Figure 1. A small window of the routed layout (run 1).
Bar = 20 µm. Region (33, 33) to (83, 83) µm. Cells in grey, sequential cells in the stronger grey; small squares are vias.
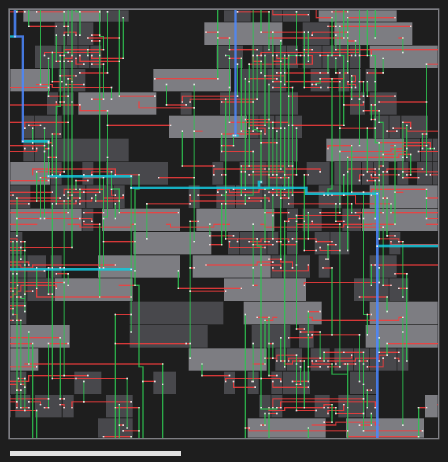
Figure 2. Wire density map (run 1).
Bar = 50 µm. The die is cut into 23 by 23 equal tiles; black is low, pale yellow is high, scaled to the fullest tile. Values are wire area over tile area, all layers added.
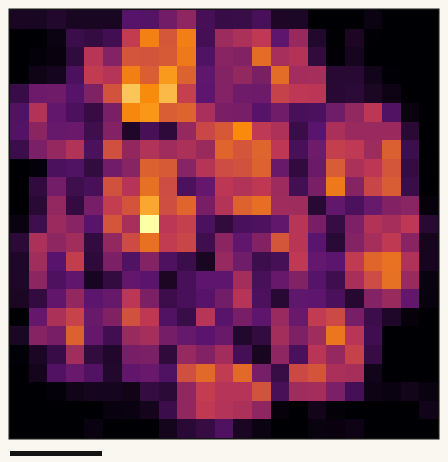
Figure 3. Sequential cells coloured by netlist name (run 1).
Other sequential cells in the stronger grey, the rest of the logic in the fainter grey.
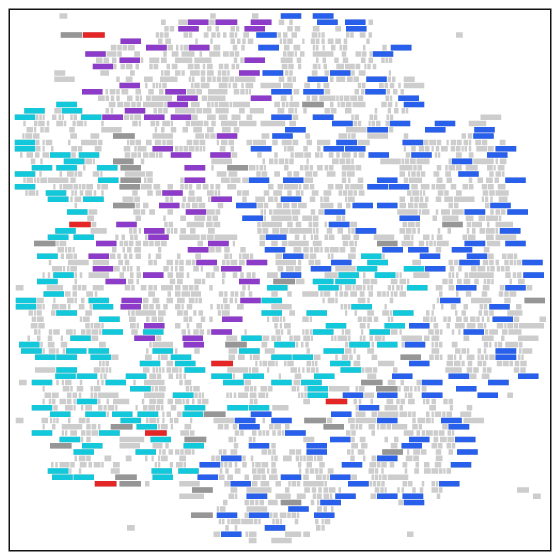
### src/rtl/tamagotchi_btn_cond.sv
// ---------------------------------------------------------------------------
// tamagotchi_btn_cond: sync, debounce, pulse-stretch and long-press detection for the
// six push keys; optional auto-repeat on action keys with BTN_AUTOREPEAT_EN.  Rev 1.0
// ---------------------------------------------------------------------------
`default_nettype none

module tamagotchi_btn_cond #(
  parameter int DEBOUNCE_CYCLES   = 1000000,
  parameter int LONG_PRESS_CYCLES = 250000000,
  parameter int STRETCH_CYCLES    = 5000000,
  parameter int REPEAT_CYCLES     = 50000000
) (
  input  logic clk,
  input  logic rst_n,
  input  logic key_salud_n,
  input  logic key_energia_n,
  input  logic key_hambre_n,
  input  logic key_diversion_n,
  input  logic key_reset_n,
  input  logic key_test_n,
  output logic btn_salud,
  output logic btn_energia,
  output logic btn_hambre,
  output logic btn_diversion,
  output logic btn_reset,
  output logic btn_test,
  output logic hold_active
);

  localparam int NKEYS = 6;
  localparam int NACT  = 4;
  localparam int DB_W  = $clog2(DEBOUNCE_CYCLES + 1);
  localparam int LP_W  = $clog2(LONG_PRESS_CYCLES + 1);
  localparam int ST_W  = $clog2(STRETCH_CYCLES + 1);
`ifdef BTN_AUTOREPEAT_EN
  localparam int RP_W  = $clog2(REPEAT_CYCLES + 1);
`endif

  typedef enum logic [1:0] {
    LP_IDLE    = 2'd0,
    LP_HOLDING = 2'd1,
    LP_FIRED   = 2'd2
  } lp_state_t;

  logic [NKEYS-1:0] w_raw_n;
  logic [NKEYS-1:0] w_deb;
  logic [NKEYS-1:0] w_trig;
  logic [NKEYS-1:0] w_retrig;
  logic [NKEYS-1:0] w_out;
  logic [1:0]       w_fire;
  logic [1:0]       w_holding;
  logic [1:0]       w_lp_start;

  assign w_raw_n = {key_test_n, key_reset_n, key_diversion_n,
                    key_hambre_n, key_energia_n, key_salud_n};

  // Synchronizer and debouncer, one per key; released level is 1.
  for (genvar k = 0; k < NKEYS; k++) begin : g_key
    logic            sync1_q, sync1_d;
    logic            sync2_q, sync2_d;
    logic            deb_q, deb_d;
    logic [DB_W-1:0] cnt_q, cnt_d;

    always_comb begin
      sync1_d = w_raw_n[k];
      sync2_d = sync1_q;
      deb_d   = deb_q;
      cnt_d   = '0;
      if (sync2_q != deb_q) begin
        if (cnt_q == DB_W'(DEBOUNCE_CYCLES - 1)) begin
          deb_d = ~deb_q;
        end else begin
          cnt_d = cnt_q + 1'b1;
        end
      end
    end

    always_ff @(posedge clk or negedge rst_n) begin
      if (!rst_n) begin
        sync1_q <= 1'b1;
        sync2_q <= 1'b1;
        deb_q   <= 1'b1;
        cnt_q   <= '0;
      end else begin
        sync1_q <= sync1_d;
        sync2_q <= sync2_d;
        deb_q   <= deb_d;
        cnt_q   <= cnt_d;
      end
    end

    assign w_deb[k] = deb_q;
  end

  // Action keys: registered press edge, plus optional repeat timer.
  for (genvar k = 0; k < NACT; k++) begin : g_act
    logic deb_prev_q, deb_prev_d;
    logic press_q, press_d;

    always_comb begin
      deb_prev_d = w_deb[k];
      press_d    = deb_prev_q & ~w_deb[k];
    end

    always_ff @(posedge clk or negedge rst_n) begin
      if (!rst_n) begin
        deb_prev_q <= 1'b1;
        press_q    <= 1'b0;
      end else begin
        deb_prev_q <= deb_prev_d;
        press_q    <= press_d;
      end
    end

    assign w_trig[k] = press_q;

`ifdef BTN_AUTOREPEAT_EN
    // Counts cycles since the last pulse start; zero means no pulse issued this press.
    logic [RP_W-1:0] rp_cnt_q, rp_cnt_d;
    logic            rep;

    always_comb begin
      rep      = ~w_deb[k] && (rp_cnt_q == RP_W'(REPEAT_CYCLES));
      rp_cnt_d = rp_cnt_q;
      if (w_deb[k]) begin
        rp_cnt_d = '0;
      end else if (rep || (press_q && !w_out[k])) begin
        rp_cnt_d = RP_W'(1);
      end else if ((rp_cnt_q != '0) && (rp_cnt_q < RP_W'(REPEAT_CYCLES))) begin
        rp_cnt_d = rp_cnt_q + 1'b1;
      end
    end

    always_ff @(posedge clk or negedge rst_n) begin
      if (!rst_n) begin
        rp_cnt_q <= '0;
      end else begin
        rp_cnt_q <= rp_cnt_d;
      end
    end

    assign w_retrig[k] = rep;
`else
    assign w_retrig[k] = 1'b0;
`endif
  end

  // Long-press FSMs for the reset (j=0) and test (j=1) keys.
  for (genvar j = 0; j < 2; j++) begin : g_lp
    lp_state_t       state_q, state_d;
    logic [LP_W-1:0] hcnt_q, hcnt_d;
    logic            fire;

    always_comb begin
      state_d = state_q;
      hcnt_d  = hcnt_q;
      fire    = 1'b0;
      case (state_q)
        LP_IDLE: begin
          if (!w_deb[NACT + j]) begin
            state_d = LP_HOLDING;
            hcnt_d  = '0;
          end
        end
        LP_HOLDING: begin
          if (w_deb[NACT + j]) begin
            state_d = LP_IDLE;
            hcnt_d  = '0;
          end else if (hcnt_q == LP_W'(LONG_PRESS_CYCLES - 1)) begin
            state_d = LP_FIRED;
            hcnt_d  = LP_W'(LONG_PRESS_CYCLES);
            fire    = 1'b1;
          end else begin
            hcnt_d = hcnt_q + 1'b1;
          end
        end
        LP_FIRED: begin
          if (w_deb[NACT + j]) begin
            state_d = LP_IDLE;
            hcnt_d  = '0;
          end
        end
        default: begin
          state_d = LP_IDLE;
          hcnt_d  = '0;
        end
      endcase
    end

    always_ff @(posedge clk or negedge rst_n) begin
      if (!rst_n) begin
        state_q <= LP_IDLE;
        hcnt_q  <= '0;
      end else begin
        state_q <= state_d;
        hcnt_q  <= hcnt_d;
      end
    end

    assign w_fire[j]    = fire;
    assign w_holding[j] = (state_q == LP_HOLDING);
  end

  // Reset command wins; a test firing alongside or during btn_reset is dropped.
  always_comb begin
    w_lp_start[0] = w_fire[0];
    w_lp_start[1] = w_fire[1] & ~w_fire[0] & ~w_out[NACT];
  end

  assign w_trig[NKEYS-1:NACT]   = w_lp_start;
  assign w_retrig[NKEYS-1:NACT] = 2'b00;

  // Pulse stretchers: a trigger only starts an idle channel, a repeat restarts it.
  for (genvar k = 0; k < NKEYS; k++) begin : g_str
    logic            out_q, out_d;
    logic [ST_W-1:0] st_cnt_q, st_cnt_d;

    always_comb begin
      out_d    = out_q;
      st_cnt_d = st_cnt_q;
      if ((w_trig[k] && !out_q) || w_retrig[k]) begin
        out_d    = 1'b1;
        st_cnt_d = ST_W'(1);
      end else if (out_q) begin
        if (st_cnt_q == ST_W'(STRETCH_CYCLES)) begin
          out_d    = 1'b0;
          st_cnt_d = '0;
        end else begin
          st_cnt_d = st_cnt_q + 1'b1;
        end
      end
    end

    always_ff @(posedge clk or negedge rst_n) begin
      if (!rst_n) begin
        out_q    <= 1'b0;
        st_cnt_q <= '0;
      end else begin
        out_q    <= out_d;
        st_cnt_q <= st_cnt_d;
      end
    end

    assign w_out[k] = out_q;
  end

  assign btn_salud     = w_out[0];
  assign btn_energia   = w_out[1];
  assign btn_hambre    = w_out[2];
  assign btn_diversion = w_out[3];
  assign btn_reset     = w_out[4];
  assign btn_test      = w_out[5];
  assign hold_active   = |w_holding;

endmodule

`default_nettype wire
### config.mk
export PLATFORM = sky130hd
export DESIGN_NAME = tamagotchi_btn_cond
export DESIGN_NICKNAME = d
export VERILOG_FILES = /design/src/rtl/tamagotchi_btn_cond.sv
export SDC_FILE = /design/constraint.sdc
export NUM_CORES = 1
export LEC_CHECK = 0
export CORE_UTILIZATION = 35
export DETAILED_ROUTE_END_ITERATION = 6
export PLACE_DENSITY = 0.52
export SLEW_MARGIN = 10
export SYNTH_ARGS = -nofsm -noshare
export SYNTH_HDL_FRONTEND = slang
export SYNTH_SLANG_ARGS = --single-unit
### constraint.sdc
create_clock -name clk -period 2.1 [get_ports clk]
set_clock_uncertainty 0.05 [all_clocks]
set_input_delay 0.42 -clock clk [delete_from_list [all_inputs] [get_ports clk]]
set_output_delay 0.42 -clock clk [all_outputs]
set_load 0.02 [all_outputs]
==> flow_metrics.env, run 1 <==
# physical design summary
export IMPL_topCellsByArea="dfrtp_1 44%, nor2_1 4.3%, nand2_1 3.6%, nand3_1 3.4%, a31oi_1 3.1%"
export IMPL_ys_sh_aoi=0.146
export IMPL_power_leakage_nw=10.1
export IMPL_setup_violations=21
export IMPL_place_area_um2=21400
export IMPL_fin_nets=2327
export IMPL_final_layout_size_suffix_gt1_frac=0.230
export IMPL_max_clock_freq_mhz=451
export IMPL_fin_crit_sh=1.05
export IMPL_seqPwrFrac=0.456
export IMPL_grt_use_met3=0.0245
export IMPL_synth_flops=350
export IMPL_hold_buffers=1
export IMPL_top_usage_layer="met2"
export IMPL_violations="negative setup slack"
export IMPL_clock_power_share=0.524
export IMPL_outcome="finished with violations"
export IMPL_crit_path_max_fanout=4
export IMPL_slowest_stage="or4_4"
export IMPL_setup_slack_ps=-115
export IMPL_maxSlewViolCount=0
export IMPL_syn_avg_cell_area_um2=9.09
export IMPL_io_buffers=14
export IMPL_final_cells=3019
export IMPL_reg2reg_from="g_str[5].st_cnt_q[1]"
export IMPL_clkLatencyLatePin_ps=580
-- Figure 1 (at the start) --
colour	layer
green	metal 2
blue	metal 4
cyan	metal 3
red	metal 1
sequential cells in the window	28
cells with their middle in the window	152
netlist names of flops here include	g_key.cnt_q (25)
most frequent	nor2_1 (33), dfrtp_1 (25), xnor2_1 (16)

-- Figure 2 (at the start) --
mean over tiles	0.13
fullest tile	0.48
densest ninth of the die	top middle
nearly empty tiles	15%

-- Figure 3 (at the start) --
colour	name in the netlist	flops
red	g_key.sync2_q	6
purple	g_lp.hcnt_q	56
blue	g_str.st_cnt_q	138
cyan	g_key.cnt_q	120
register area: 8790 µm²
Seq/total area: 0.366
Core Util, Final: 0.457

==> run 1: cells in the mapped netlist, types with 15 or more instances <==
library cell / count
xor2_1: 50
a21oi_1: 102
dfrtp_1: 328
xnor2_1: 66
or2_2: 17
dfstp_2: 22
or3_1: 34
nor2_1: 213
and2_1: 20
nor4_1: 44
nor4b_1: 16
nor3_1: 49
nand2b_1: 20
nand3_1: 126
and4_1: 29
ha_1: 20
nand4_1: 72
nor4bb_1: 15
nand2_1: 176
and3_1: 49
inv_1: 83
a31oi_1: 93
a21o_1: 25
a41oi_1: 19
a22o_1: 20
o21ai_0: 102
clkbuf_1: 83
==> run 1: worst min-delay path by stage <==
stage	start	end	slack (ps)
final	key_reset_n	g_key[4].sync1_q	210
after global routing	key_reset_n	g_key[4].sync1_q	180
after CTS	key_reset_n	g_key[4].sync1_q	170
after detailed placement	g_key[4].sync1_q	g_key[4].sync2_q	300
after global placement	g_key[0].sync1_q	g_key[0].sync2_q	300
after floorplan	rst_n	btn_diversion	70
==> run 1: area by class of cell <==
type                    count  area (µm²)
fillers                  4938       28600
inverters                  83         312
well taps                 688         861
multi-input cells        1523        9950
flip-flops and latches    350        8790
clock buffers              67        1290
clock inverters            10         215
repair buffers            298        2580
==> run 1: registers in the layout, summed over array words and instances (netlist names) <==
register,flops
g_lp.hcnt_q,56
g_act.press_q,4
g_key.deb_q,2
g_key.sync1_q,6
g_key.sync2_q,6
btn_diversion,1
g_lp.state_q,4
btn_hambre,1
btn_reset,1
btn_energia,1
btn_salud,1
g_act.deb_prev_q,4
g_act.deb_prev_d,4
g_str.st_cnt_q,138
g_key.cnt_q,120
btn_test,1
Figure 4. Cells coloured by class (run 1).
Fill, decap, tap and diode cells in grey.
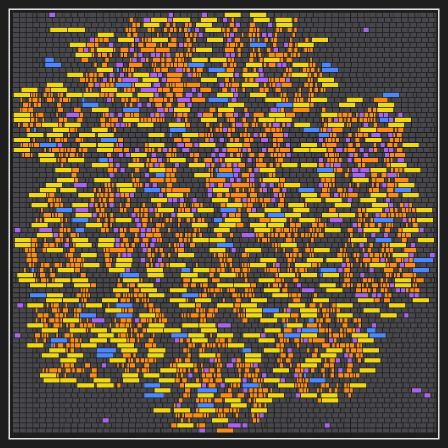

==> run 2: changes to the inputs <==
CORE_UTILIZATION = 58   (was 35)
PLACE_DENSITY = 0.78   (was 0.52)
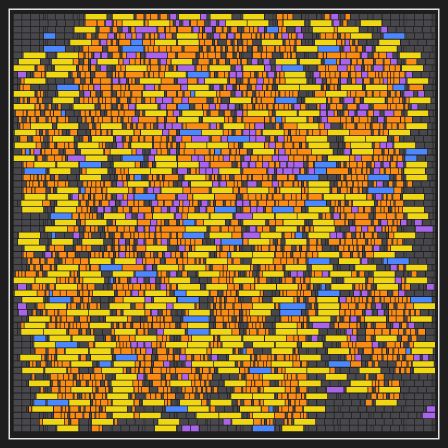
Figure 5: run 2, cells coloured by class.
Fill, decap, tap and diode cells in grey.
colour	class	cells
purple	other buffers and delay cells	270
yellow	flops	350
orange	combinational and other logic	1604
blue	clock drivers and dummy loads	74
Core Footprint: 31600 µm²
Core Util, Final: 0.733
Seq/total area: 0.380
Design Area, Final: 23100 µm²
Row Count: 65

==> run 2 against run 1 <==
  * First-iteration DRC count grew 62%
  * The run still ends with negative setup slack left
  * Total power shrank 4.4%
  * Cell count shrank 11%
  * Routed wire length grew 0.17%
  * Sequential share of layout area grew 1.4 points
  * Global-route usage grew 9.7 points
  * Count of clock-buffer cells in the layout shrank 9
  * Clock power shrank 8.1%
  * Setup slack lost 7.7 ps
  * Sequential cell count is the same
==> flow_metrics.env, run 2 <==
# physical design summary
export IMPL_top_power_group="the clock network"
export IMPL_syn_avg_cell_area_um2=9.09
export IMPL_setup_violations=47
export IMPL_fin_nets=2294
export IMPL_final_clk_cell_share=0.0600
export IMPL_logic_area_um2=9860
export IMPL_via_count=17000
export IMPL_sh_comb_area=0.427
export IMPL_largest_reg_flops=138
export IMPL_clock_power_share=0.504
export IMPL_comb_cells=1521
export IMPL_topCellsByArea="dfrtp_1 44%, nor2_1 4.3%, nand2_1 3.6%, nand3_1 3.4%, a31oi_1 3.1%"
export IMPL_largest_register="g_str.st_cnt_q"
export IMPL_ys_seq_share=0.473
export IMPL_largest_cell_class="multi-input combinational cells"
export IMPL_fillCellCount=2157
export IMPL_place_area_um2=20600
export IMPL_bufAreaShareNonClock=0.0982
export IMPL_io_buffers=14
export IMPL_clkbuf_count=58
export IMPL_setup_slack_ps=-123
export IMPL_outcome="finished with violations"
export IMPL_most_common_cell="dfrtp_1"
export IMPL_critPathCaptureType="register"
export IMPL_seqPwrFrac=0.477
export IMPL_clkLatencyLatePin_ps=530
export IMPL_final_layout_size_suffix_gt1_frac=0.220
export IMPL_nWellTaps=402
export IMPL_violations="negative setup slack"
export IMPL_fin_crit_sh=1.06
export IMPL_slowest_stage="dfrtp_1"
export IMPL_maxSlewViolCount=0
export IMPL_crit_buf_inv=1
export IMPL_crit_path_max_fanout=6
export IMPL_power_leakage_nw=9.83
export IMPL_n_all_inverters=83
export IMPL_drtIter0Drc=1587
export IMPL_flop_count=350
export IMPL_top_cells_by_count="328 x dfrtp_1, 213 x nor2_1, 176 x nand2_1"
export IMPL_grt_max_degree=93
export IMPL_fp_utilization=0.589
export IMPL_seq_area_um2=8790
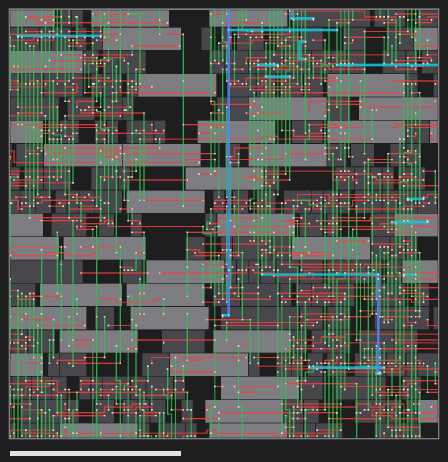
Figure 6: run 2, a small window of the routed layout.
Bar = 20 µm. Region (20, 20) to (70, 70) µm. Cells in grey, sequential cells in the stronger grey; small squares are vias.
colour	layer
cyan	metal 3
blue	metal 4
green	metal 2
red	metal 1
sequential cells in the window	33
most frequent	dfrtp_1 (29), nor2_1 (25), buf_4 (16)
cells with their middle in the window	223
netlist names of flops here include	g_key.cnt_q (14), g_str.st_cnt_q (10), g_lp.hcnt_q (4)

## run 2: cell counts after synthesis
No cell type changed its count.
## run 2: cell families after synthesis
family	count (synthesis)	share of synthesized area
fa+ha+maj	20	0.0135
xor+xnor	116	0.0547
mux	18	0.0102
flops	350	0.473
compound gates	431	0.146
buf+inv	176	0.0364
simple gates	934	0.266
## run 2: worst paths after layout
path	end	slack [ps]	depth (start not counted)	from
worst max-delay path	g_str[5].st_cnt_q[9]	-120	6	g_lp[1].hcnt_q[17]
worst min-delay path	g_key[0].sync1_q	240	1	key_salud_n
worst max register to register	g_str[5].st_cnt_q[9]	-120	6	g_lp[1].hcnt_q[17]
worst min register to register	g_key[2].sync2_q	300	0	g_key[2].sync1_q
max in group asynchronous	btn_reset	950	3	rst_n
min in group asynchronous	g_str[0].st_cnt_q[15]	260	2	rst_n
## run 2: per-layer routing
| layer | vias to the layer above | track usage | wire length (µm) |
|---|---|---|---|
| met5 | - | 0 | 0 |
| met4 | 0 | 0.0810 | 1280 |
| met3 | 125 | 0.0298 | 2380 |
| met2 | 603 | 0.459 | 23100 |
| met1 | 8325 | 0.361 | 19900 |
| li1 | 7905 | - | - |
## run 2: per-stage QoR
step / TNS (ps) / cells
detailed placement: -3010 / 2578
floorplan: -617 / 2045
finish: -1850 / 2700
global route: -5800 / 2700
CTS: -97.3 / 2671
global placement: -281 / 2578
## run 2: worst register-to-register path, delay by kind of cell (launching register included)
family | cells | cell delay [ps]
AND/OR/NAND/NOR | 3 | 1030
AND-OR/OR-AND | 2 | 430
flip-flops | 1 | 410
buffers and inverters | 1 | 170
## run 2: what timing repair did
item                       4_1_cts  5_1_grt
hold buffers                     1        0
resized                         55      131
setup buffers                   13       24
hold endpoints to repair        50        0
setup endpoints to repair       76      154
gates cloned                     6        5
pin swaps                       13       60
Power is estimated from default activity; no workload was simulated.
